**src/rtl/trigger_timestamp.sv**
```systemverilog
// -----------------------------------------------------------------------------
// trigger_timestamp
//
// Timestamps rising edges of an asynchronous trigger against a free-running
// 48-bit counter. The timestamps are buffered and presented as pairs of 32-bit
// words on a first-word fall-through FIFO source interface. This lets the
// block sit in a round-robin arbiter slot next to other data sources.
//
// Ports
//   BUS_CLK     in   1   single clock for all logic
//   BUS_RST     in   1   synchronous reset, active-high
//   EN          in   1   capture enable; trigger edges are ignored while low
//   RESET_TS    in   1   synchronous clear of the timestamp counter
//   TRIG_IN     in   1   asynchronous trigger input
//   FIFO_READ   in   1   pop strobe from the arbiter
//   FIFO_EMPTY  out  1   high when no word is available
//   FIFO_DATA   out  32  current word, valid while FIFO_EMPTY is low, else 0
//   TIMESTAMP   out  48  current counter value
//   LOST_CNT    out  8   triggers dropped on a full buffer (saturating)
//
// Word format, two words per event:
//   high word: {DATA_IDENTIFIER, 4'b0001, ts[47:24]}
//   low word:  {DATA_IDENTIFIER, 4'b0010, ts[23:0]}
// -----------------------------------------------------------------------------
module trigger_timestamp #(
    parameter logic [3:0] DATA_IDENTIFIER = 4'b0110,
    parameter int          DEPTH           = 8      // power of two, >= 2
) (
    input  logic        BUS_CLK,
    input  logic        BUS_RST,
    input  logic        EN,
    input  logic        RESET_TS,
    input  logic        TRIG_IN,
    input  logic        FIFO_READ,
    output logic        FIFO_EMPTY,
    output logic [31:0] FIFO_DATA,
    output logic [47:0] TIMESTAMP,
    output logic [7:0]  LOST_CNT
);

    localparam int              AW         = $clog2(DEPTH);
    localparam int              CW         = AW + 1;
    localparam logic [CW-1:0]   FULL_COUNT = CW'(DEPTH);

    // Which half of the head entry is currently on FIFO_DATA.
    typedef enum logic {
        PH_HIGH = 1'b0,
        PH_LOW  = 1'b1
    } phase_t;

    // -------------------------------------------------------------------------
    // Free-running timestamp counter
    // -------------------------------------------------------------------------
    logic [47:0] ts_cnt;

    // NOTE: sequential state uses non-blocking assignments so every flop
    // samples the pre-edge value of every other flop.
    always_ff @(posedge BUS_CLK) begin
        if (BUS_RST || RESET_TS) begin
            ts_cnt <= '0;
        end else begin
            ts_cnt <= ts_cnt + 48'd1;   // wraps naturally at 2^48
        end
    end

    assign TIMESTAMP = ts_cnt;

    // -------------------------------------------------------------------------
    // Trigger synchroniser and rising-edge detection
    // s1/s2 resolve metastability; s3 and prev give a clean edge compare, so a
    // level held high yields a single event.
    // -------------------------------------------------------------------------
    logic trig_s1, trig_s2, trig_s3, trig_prev;

    always_ff @(posedge BUS_CLK) begin
        if (BUS_RST) begin
            trig_s1   <= 1'b0;
            trig_s2   <= 1'b0;
            trig_s3   <= 1'b0;
            trig_prev <= 1'b0;
        end else begin
            trig_s1   <= TRIG_IN;
            trig_s2   <= trig_s1;
            trig_s3   <= trig_s2;
            trig_prev <= trig_s3;
        end
    end

    logic trig_edge;
    assign trig_edge = trig_s3 & ~trig_prev;

    // -------------------------------------------------------------------------
    // Event buffer control
    // -------------------------------------------------------------------------
    logic [AW-1:0] wr_ptr, rd_ptr;
    logic [CW-1:0] count;
    phase_t        phase, phase_next;

    logic buf_empty, buf_full;
    logic capture, do_write, do_drop;
    logic rd_ok, do_pop;

    assign buf_empty = (count == '0);
    // Fullness comes from the registered count, so a pop on the same edge
    // does not make room for the incoming event.
    assign buf_full  = (count == FULL_COUNT);

    assign capture   = trig_edge & EN;
    assign do_write  = capture & ~buf_full;
    assign do_drop   = capture &  buf_full;

    // A read strobe on an empty buffer has no effect at all.
    assign rd_ok     = FIFO_READ & ~buf_empty;
    assign do_pop    = rd_ok & (phase == PH_LOW);

    // NOTE: every signal driven here gets a default first, so no path can
    // leave it unassigned and infer a latch.
    always_comb begin
        phase_next = phase;
        if (rd_ok) begin
            phase_next = (phase == PH_HIGH) ? PH_LOW : PH_HIGH;
        end
    end

    always_ff @(posedge BUS_CLK) begin
        if (BUS_RST) begin
            phase  <= PH_HIGH;
            wr_ptr <= '0;
            rd_ptr <= '0;
            count  <= '0;
        end else begin
            phase <= phase_next;
            if (do_write) begin
                wr_ptr <= wr_ptr + AW'(1);
            end
            if (do_pop) begin
                rd_ptr <= rd_ptr + AW'(1);
            end
            case ({do_write, do_pop})
                2'b10:   count <= count + CW'(1);
                2'b01:   count <= count - CW'(1);
                default: count <= count;   // idle, or write and pop together
            endcase
        end
    end

    // -------------------------------------------------------------------------
    // Storage
    // -------------------------------------------------------------------------
    logic [47:0] mem [DEPTH];

    // NOTE: storage is deliberately not reset; the pointers and count define
    // which entries are valid, and the output is forced to 0 when empty.
    always_ff @(posedge BUS_CLK) begin
        if (do_write && !BUS_RST) begin
            mem[wr_ptr] <= ts_cnt;
        end
    end

    // -------------------------------------------------------------------------
    // Lost-event counter, saturating
    // -------------------------------------------------------------------------
    logic [7:0] lost_cnt;

    always_ff @(posedge BUS_CLK) begin
        if (BUS_RST) begin
            lost_cnt <= '0;
        end else if (do_drop && (lost_cnt != 8'hFF)) begin
            lost_cnt <= lost_cnt + 8'd1;
        end
    end

    assign LOST_CNT = lost_cnt;

    // -------------------------------------------------------------------------
    // Output word decode
    // -------------------------------------------------------------------------
    logic [47:0] head;
    assign head       = mem[rd_ptr];
    assign FIFO_EMPTY = buf_empty;

    always_comb begin
        FIFO_DATA = '0;
        if (!buf_empty) begin
            if (phase == PH_HIGH) begin
                FIFO_DATA = {DATA_IDENTIFIER, 4'b0001, head[47:24]};
            end else begin
                FIFO_DATA = {DATA_IDENTIFIER, 4'b0010, head[23:0]};
            end
        end
    end

endmodule

```
**config.mk**
```make
export PLATFORM = sky130hd
export DESIGN_NAME = trigger_timestamp
export DESIGN_NICKNAME = d
export VERILOG_FILES = /design/src/rtl/trigger_timestamp.sv
export SDC_FILE = /design/constraint.sdc
export NUM_CORES = 1
export LEC_CHECK = 0
export CAP_MARGIN = 20
export CORE_MARGIN = 3
export CORE_UTILIZATION = 59
export CTS_CLUSTER_DIAMETER = 150
export DETAILED_ROUTE_END_ITERATION = 7
export PLACE_DENSITY = 0.79
export RECOVER_POWER = 25
export SYNTH_ARGS = -nofsm -noshare
export SYNTH_HDL_FRONTEND = slang
export SYNTH_SLANG_ARGS = --single-unit
```
**constraint.sdc**
```tcl
create_clock -name BUS_CLK -period 13.03 [get_ports BUS_CLK]
set_input_delay 3.909 -clock BUS_CLK [delete_from_list [all_inputs] [get_ports BUS_CLK]]
set_output_delay 3.909 -clock BUS_CLK [all_outputs]
set_load 0.02 [all_outputs]
```
Run 1, register map, names as in the netlist:
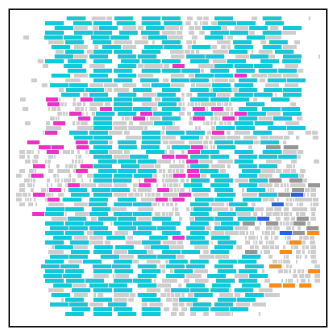
Key: orange = `LOST_CNT` [flops 8, where lower right]; cyan = `mem` [flops 384]; magenta = `TIMESTAMP` [flops 48]; blue = `count` [flops 4]
Flop area: 0.0130 sq mm
sequential power: 0.00157 W
Finished Core Util: 69.6%

Run 1, metal layers overlaid:
Scale bar: 50 um.
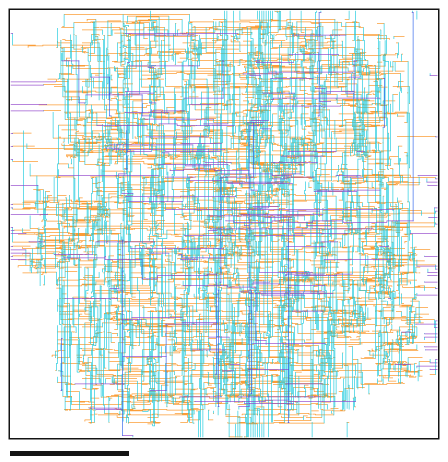
Key: purple = M3 [wire length 2840 um]; orange = M1 [wire length 15700 um]; cyan = M2 [wire length 18400 um]; blue = M4 [wire length 804 um]
GRT Resource Usage Total: 23.3%
Total Wirelength: 37.7 mm
average wire length per cell after detail routing: 24.8 um
via total after detailed routing: 9461

Run 1, pin placement:
Pins as bars across the die edge, other pins in gray.
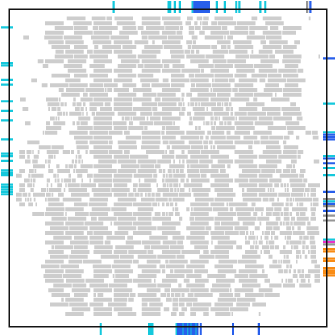
Key: magenta = `EN` [pins 1, direction input, edge right]; orange = `LOST_CNT` [pins 8, direction output, edge right]; blue = `FIFO_DATA` [pins 32, direction output, edge 12 bottom, 11 top, 9 right]; cyan = `TIMESTAMP` [pins 48, direction output, edge 20 left, 12 top, 9 bottom, 7 right]
All pins by edge: 30 right, 24 top, 21 bottom, 20 left.

==> impl_results.rst, run 1 <==
Physical design figures
=======================

.. list-table::
   :header-rows: 1

   * - Metric
     - Value
   * - Number of antenna violations at the first check in global routing
     - 0
   * - CTS buffer count
     - 46
   * - Tightest Hold Check Type
     - flip-flop to flip-flop
   * - Clk network pwr share
     - 44.1%
   * - Number of warnings printed during yosys synthesis
     - 0
   * - Average size of a mapped cell
     - 18.1 sq um
   * - Fraction of the core area occupied by cells at floorplan
     - 60.1%
   * - Chip Width
     - 180 um
   * - AND-OR/OR-AND share of the synthesized area
     - 2.22%
   * - Reported combinational group power
     - 0.0000176 W
   * - Startpoint of the lowest-slack register-to-register path
     - TIMESTAMP[0]$_SDFF_PP0_
   * - Via count of the first global-routing pass
     - 9482
   * - Biggest Area Class
     - registers
   * - M3 GR Usage
     - under 10%
   * - Dominant flop cell
     - edfxtp_1
   * - Count of buffers from port buffering
     - 90
   * - FA/HA/MAJ Cells, Area Fraction
     - 0.489%
   * - GR Util met2
     - 36.6%
   * - Setup TNS
     - 0 ns
   * - Setup Viol. Count Final
     - 0
   * - Synth top cell by count
     - edfxtp_1
   * - Unrepaired setup endpoints after global routing
     - no
   * - Result of the run
     - completed
   * - Comb area share
     - 22.5%
   * - Top cell type's share of synthesized area
     - 64.4%
   * - H-Tree Level Count
     - 2
   * - Hold Crit Endpoint
     - trig_s2$_SDFF_PP0_
   * - Leakage power total
     - 6.69 nW
   * - Internal cell power
     - approximately 0.0023 W
   * - Post-layout net count
     - 1105
   * - Most common library cells after synthesis
     - 384 x edfxtp_1, 96 x mux4_2, 74 x dfxtp_1
   * - Group drawing the most power
     - registers
   * - Multi-In Gates
     - around 470
   * - I/O Pins
     - 95
   * - Combined area of all synthesized cells
     - around 0.018 sq mm
   * - Termination of the worst setup path
     - FIFO_DATA[3]
   * - Routed met2 length
     - 18.4 mm
   * - Leading area contributor after synthesis
     - edfxtp_1
   * - Register with the highest flop count
     - mem
   * - M1 GR Usage
     - 34.5%
   * - Delay of the slowest critical-path stage
     - 0.78 ns
   * - Stages on the worst setup path
     - 6
   * - CTS max path bufs
     - 3
   * - Post-Synth XOR/XNOR Area
     - 2.25%
   * - Antenna diode instance count
     - 0
   * - Type of the setup path with the least slack
     - flip-flop to output port
   * - Clk latency late pin
     - 0.54 ns
   * - Endpoint of the lowest-slack register-to-register path
     - TIMESTAMP[46]$_SDFF_PP0_
Run 1, clock nets:
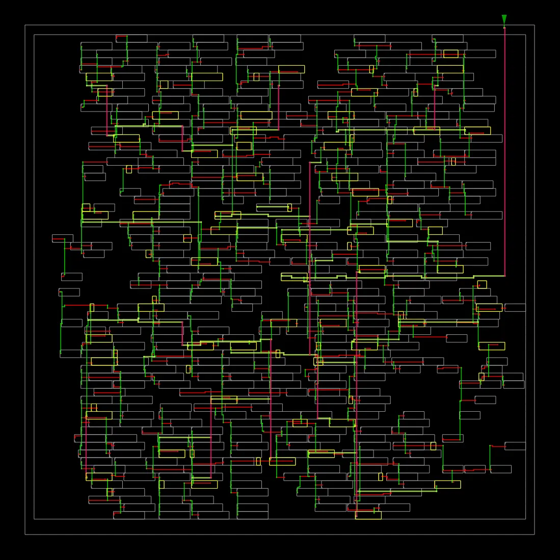

==> run 2: changes to the inputs <==
==> constraint.sdc (replaced) <==
create_clock -name BUS_CLK -period 8.6 [get_ports BUS_CLK]
set_input_delay 2.58 -clock BUS_CLK [delete_from_list [all_inputs] [get_ports BUS_CLK]]
set_output_delay 2.58 -clock BUS_CLK [all_outputs]
set_load 0.02 [all_outputs]
Run 2, clock nets:
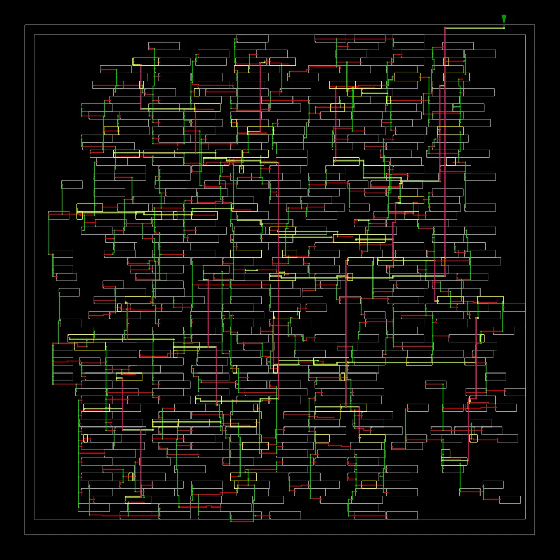
clk_buf instances: 67
CTS sink count: 458
reported clock group power: 0.00195 W

Run 2, clock wires, drivers and flops:
Scale bar: 50 um.
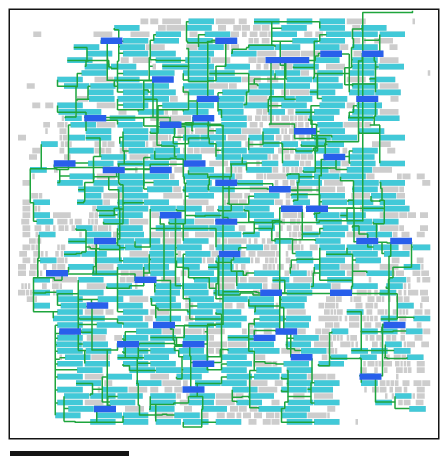
Key: green = clock wires [length 4900 um]; cyan = flip-flops [count 458]; blue = clock-net drivers [count 45]
Position of the flops: spread over the die.

==> run 2 against run 1 <==
Power is 54% higher. Synthesized cell count stayed put. Worst setup slack worse by 2.6 ns. Critical path depth fell by 1. Hold slack lost 0.0076 ns. Final area hardly changed. Global-route usage grew 0.50 points. Sequential power up 52%. Largest power group unchanged. Sequential share of layout area is 0.057 points lower.
==> impl_results.rst, run 2 <==
Physical design figures
=======================

.. list-table::
   :header-rows: 1

   * - Metric
     - Value
   * - Comb area share
     - 22.6%
   * - Startpoint of the lowest-slack register-to-register path
     - TIMESTAMP[1]$_SDFF_PP0_
   * - Stages on the worst setup path
     - 5
   * - I/O Pins
     - 95
   * - CTS max path bufs
     - 3
   * - Via total after detailed routing
     - approximately 9.6k
   * - Leading area contributor after synthesis
     - edfxtp_1
   * - Comb power frac
     - 0.7%
   * - Count of buffers from port buffering
     - 90
   * - Number of antenna violations at the first check in global routing
     - 1
   * - Most common library cells after synthesis
     - 384 x edfxtp_1, 96 x mux4_2, 74 x dfxtp_1
   * - Clk network pwr share
     - around 45%
   * - Average size of a mapped cell
     - ~18 sq um
   * - Sequential power
     - 0.00238 W
   * - Library cell used as clock root buffer
     - clkbuf_16
   * - Type of the setup path with the least slack
     - flip-flop to output port
   * - GR Util met2
     - between 30% and 40%
   * - Chip Width
     - 180 um
   * - Setup TNS
     - 0 ns
   * - Reported combinational group power
     - 0.0000308 W
   * - Average wire length per cell after detail routing
     - ~25 um
   * - FA/HA/MAJ Cells, Area Fraction
     - 0.489%
   * - Tightest Hold Check Type
     - flip-flop to flip-flop
   * - Antenna diode instance count
     - 0
   * - AND-OR/OR-AND share of the synthesized area
     - ~2.2%
   * - Register with the highest flop count
     - mem
   * - Routed met2 length
     - roughly 19 mm
   * - Synth top cell by count
     - edfxtp_1
   * - Total Wirelength
     - about 38 mm
   * - Dominant flop cell
     - edfxtp_1
   * - Endpoint of the lowest-slack register-to-register path
     - TIMESTAMP[42]$_SDFF_PP0_
   * - Post-layout net count
     - 1103
   * - Result of the run
     - completed
   * - Combined area of all synthesized cells
     - 0.0179 sq mm
   * - GRT Resource Usage Total
     - 23.8%
   * - H-Tree Level Count
     - 2
   * - Biggest Area Class
     - registers
   * - Finished Core Util
     - 69.6%
   * - Unrepaired setup endpoints after global routing
     - no
   * - M3 GR Usage
     - 4.68%
   * - Group drawing the most power
     - registers
   * - Top logic cell family in the synthesized netlist
     - multiplexers
   * - Leakage power total
     - 6.06 nW
   * - CTS buffer count
     - 45
   * - Number of warnings printed during yosys synthesis
     - 0
   * - Max-cap viol count
     - 0
   * - Multi-In Gates
     - 467
   * - Clk latency late pin
     - 0.54 ns
   * - Internal cell power
     - ~0.0035 W
Run 2, register map, names as in the netlist:
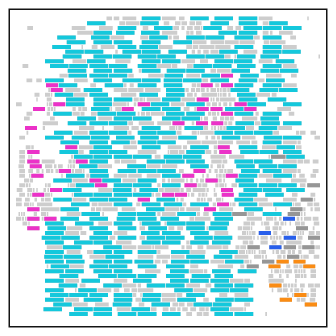

==> run 3: changes to the inputs <==
--- a/config.mk
+++ b/config.mk
@@ -7,10 +7,10 @@
 export LEC_CHECK = 0
 export CAP_MARGIN = 20
 export CORE_MARGIN = 3
-export CORE_UTILIZATION = 59
+export CORE_UTILIZATION = 54
 export CTS_CLUSTER_DIAMETER = 150
 export DETAILED_ROUTE_END_ITERATION = 7
-export PLACE_DENSITY = 0.79
+export PLACE_DENSITY = 0.76
 export RECOVER_POWER = 25
 export SYNTH_ARGS = -nofsm -noshare
 export SYNTH_HDL_FRONTEND = slang
==> constraint.sdc (replaced) <==
create_clock -name BUS_CLK -period 5.25 [get_ports BUS_CLK]
set_input_delay 1.575 -clock BUS_CLK [delete_from_list [all_inputs] [get_ports BUS_CLK]]
set_output_delay 1.575 -clock BUS_CLK [all_outputs]
set_load 0.02 [all_outputs]
Run 3, register map, names as in the netlist:
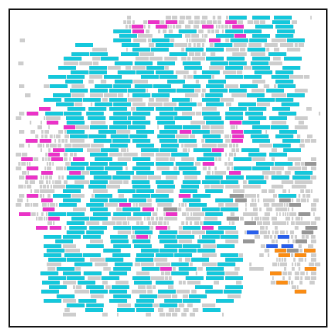
sequential power: 0.00389 W
Finished Core Util: 64.5%
sequential cell area share: 61.9%

==> run 3 against run 2 <==
Sequential power rose by 63%. Register-to-register slack got worse by 3.0 ns. Power rose by 65%.
==> impl_results.rst, run 3 <==
Physical design figures
=======================

.. list-table::
   :header-rows: 1

   * - Metric
     - Value
   * - Stages on the worst setup path
     - 5
   * - Setup TNS
     - 0 ns
   * - Via count of the first global-routing pass
     - 9636
   * - Biggest Area Class
     - registers
   * - Top cell type's share of synthesized area
     - about 64%
   * - Max-cap viol count
     - 0
   * - Reported clock group power
     - 0.00322 W
   * - Setup Viol. Count Final
     - 0
   * - Leakage power total
     - 6.15 nW
   * - Register with the highest flop count
     - mem
   * - Internal cell power
     - roughly 0.0058 W
   * - Routed met2 length
     - 18.5 mm
   * - Multi-In Gates
     - 467
   * - Most common library cells after synthesis
     - 384 x edfxtp_1, 96 x mux4_2, 74 x dfxtp_1
   * - Number of antenna violations at the first check in global routing
     - 0
   * - Top logic cell family in the synthesized netlist
     - multiplexers
   * - Library cell used as clock root buffer
     - clkbuf_16
   * - Startpoint of the lowest-slack register-to-register path
     - count[0]$_SDFFE_PP0P_
   * - AND-OR/OR-AND share of the synthesized area
     - 2.22%
   * - Via total after detailed routing
     - 9481
   * - Leading area contributor after synthesis
     - edfxtp_1
   * - M3 GR Usage
     - 4.75%
   * - Clk latency late pin
     - 0.55 ns
   * - Tightest Hold Check Type
     - flip-flop to flip-flop
   * - Hold Crit Endpoint
     - trig_s2$_SDFF_PP0_
   * - Combined area of all synthesized cells
     - 0.0179 sq mm
   * - Total Wirelength
     - 37.7 mm
   * - H-Tree Level Count
     - 2
   * - Comb area share
     - 22.3%
   * - Average wire length per cell after detail routing
     - 23.9 um
   * - Flop area
     - 0.0130 sq mm
   * - Unrepaired setup endpoints after global routing
     - no
   * - Result of the run
     - completed
   * - Clk network pwr share
     - 45.0%
   * - Post-layout net count
     - 1113
   * - Reported combinational group power
     - 0.0000518 W
   * - Synth top cell by count
     - edfxtp_1
   * - Type of the setup path with the least slack
     - flip-flop to output port
   * - Fraction of the core area occupied by cells at floorplan
     - 54.9%
   * - CTS buffer count
     - 45
   * - Chip Width
     - 188 um
   * - FA/HA/MAJ Cells, Area Fraction
     - 0.489%
   * - CTS sink count
     - 458
   * - Number of warnings printed during yosys synthesis
     - 0
   * - I/O Pins
     - 95
Run 3, pin placement:
Pins as bars across the die edge, other pins in gray.
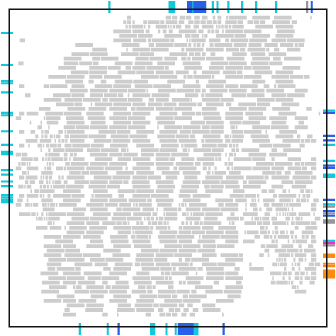
Key: magenta = `EN` [pins 1, direction input, edge right]; orange = `LOST_CNT` [pins 8, direction output, edge right]; cyan = `TIMESTAMP` [pins 48, direction output, edge 19 left, 12 top, 10 bottom, 7 right]; blue = `FIFO_DATA` [pins 32, direction output, edge 12 bottom, 12 top, 8 right]
All pins by edge: 29 right, 25 top, 22 bottom, 19 left.
count of buffers from port buffering: 90
die extent in y: 188 um

Power is estimated from default activity; no workload was simulated.
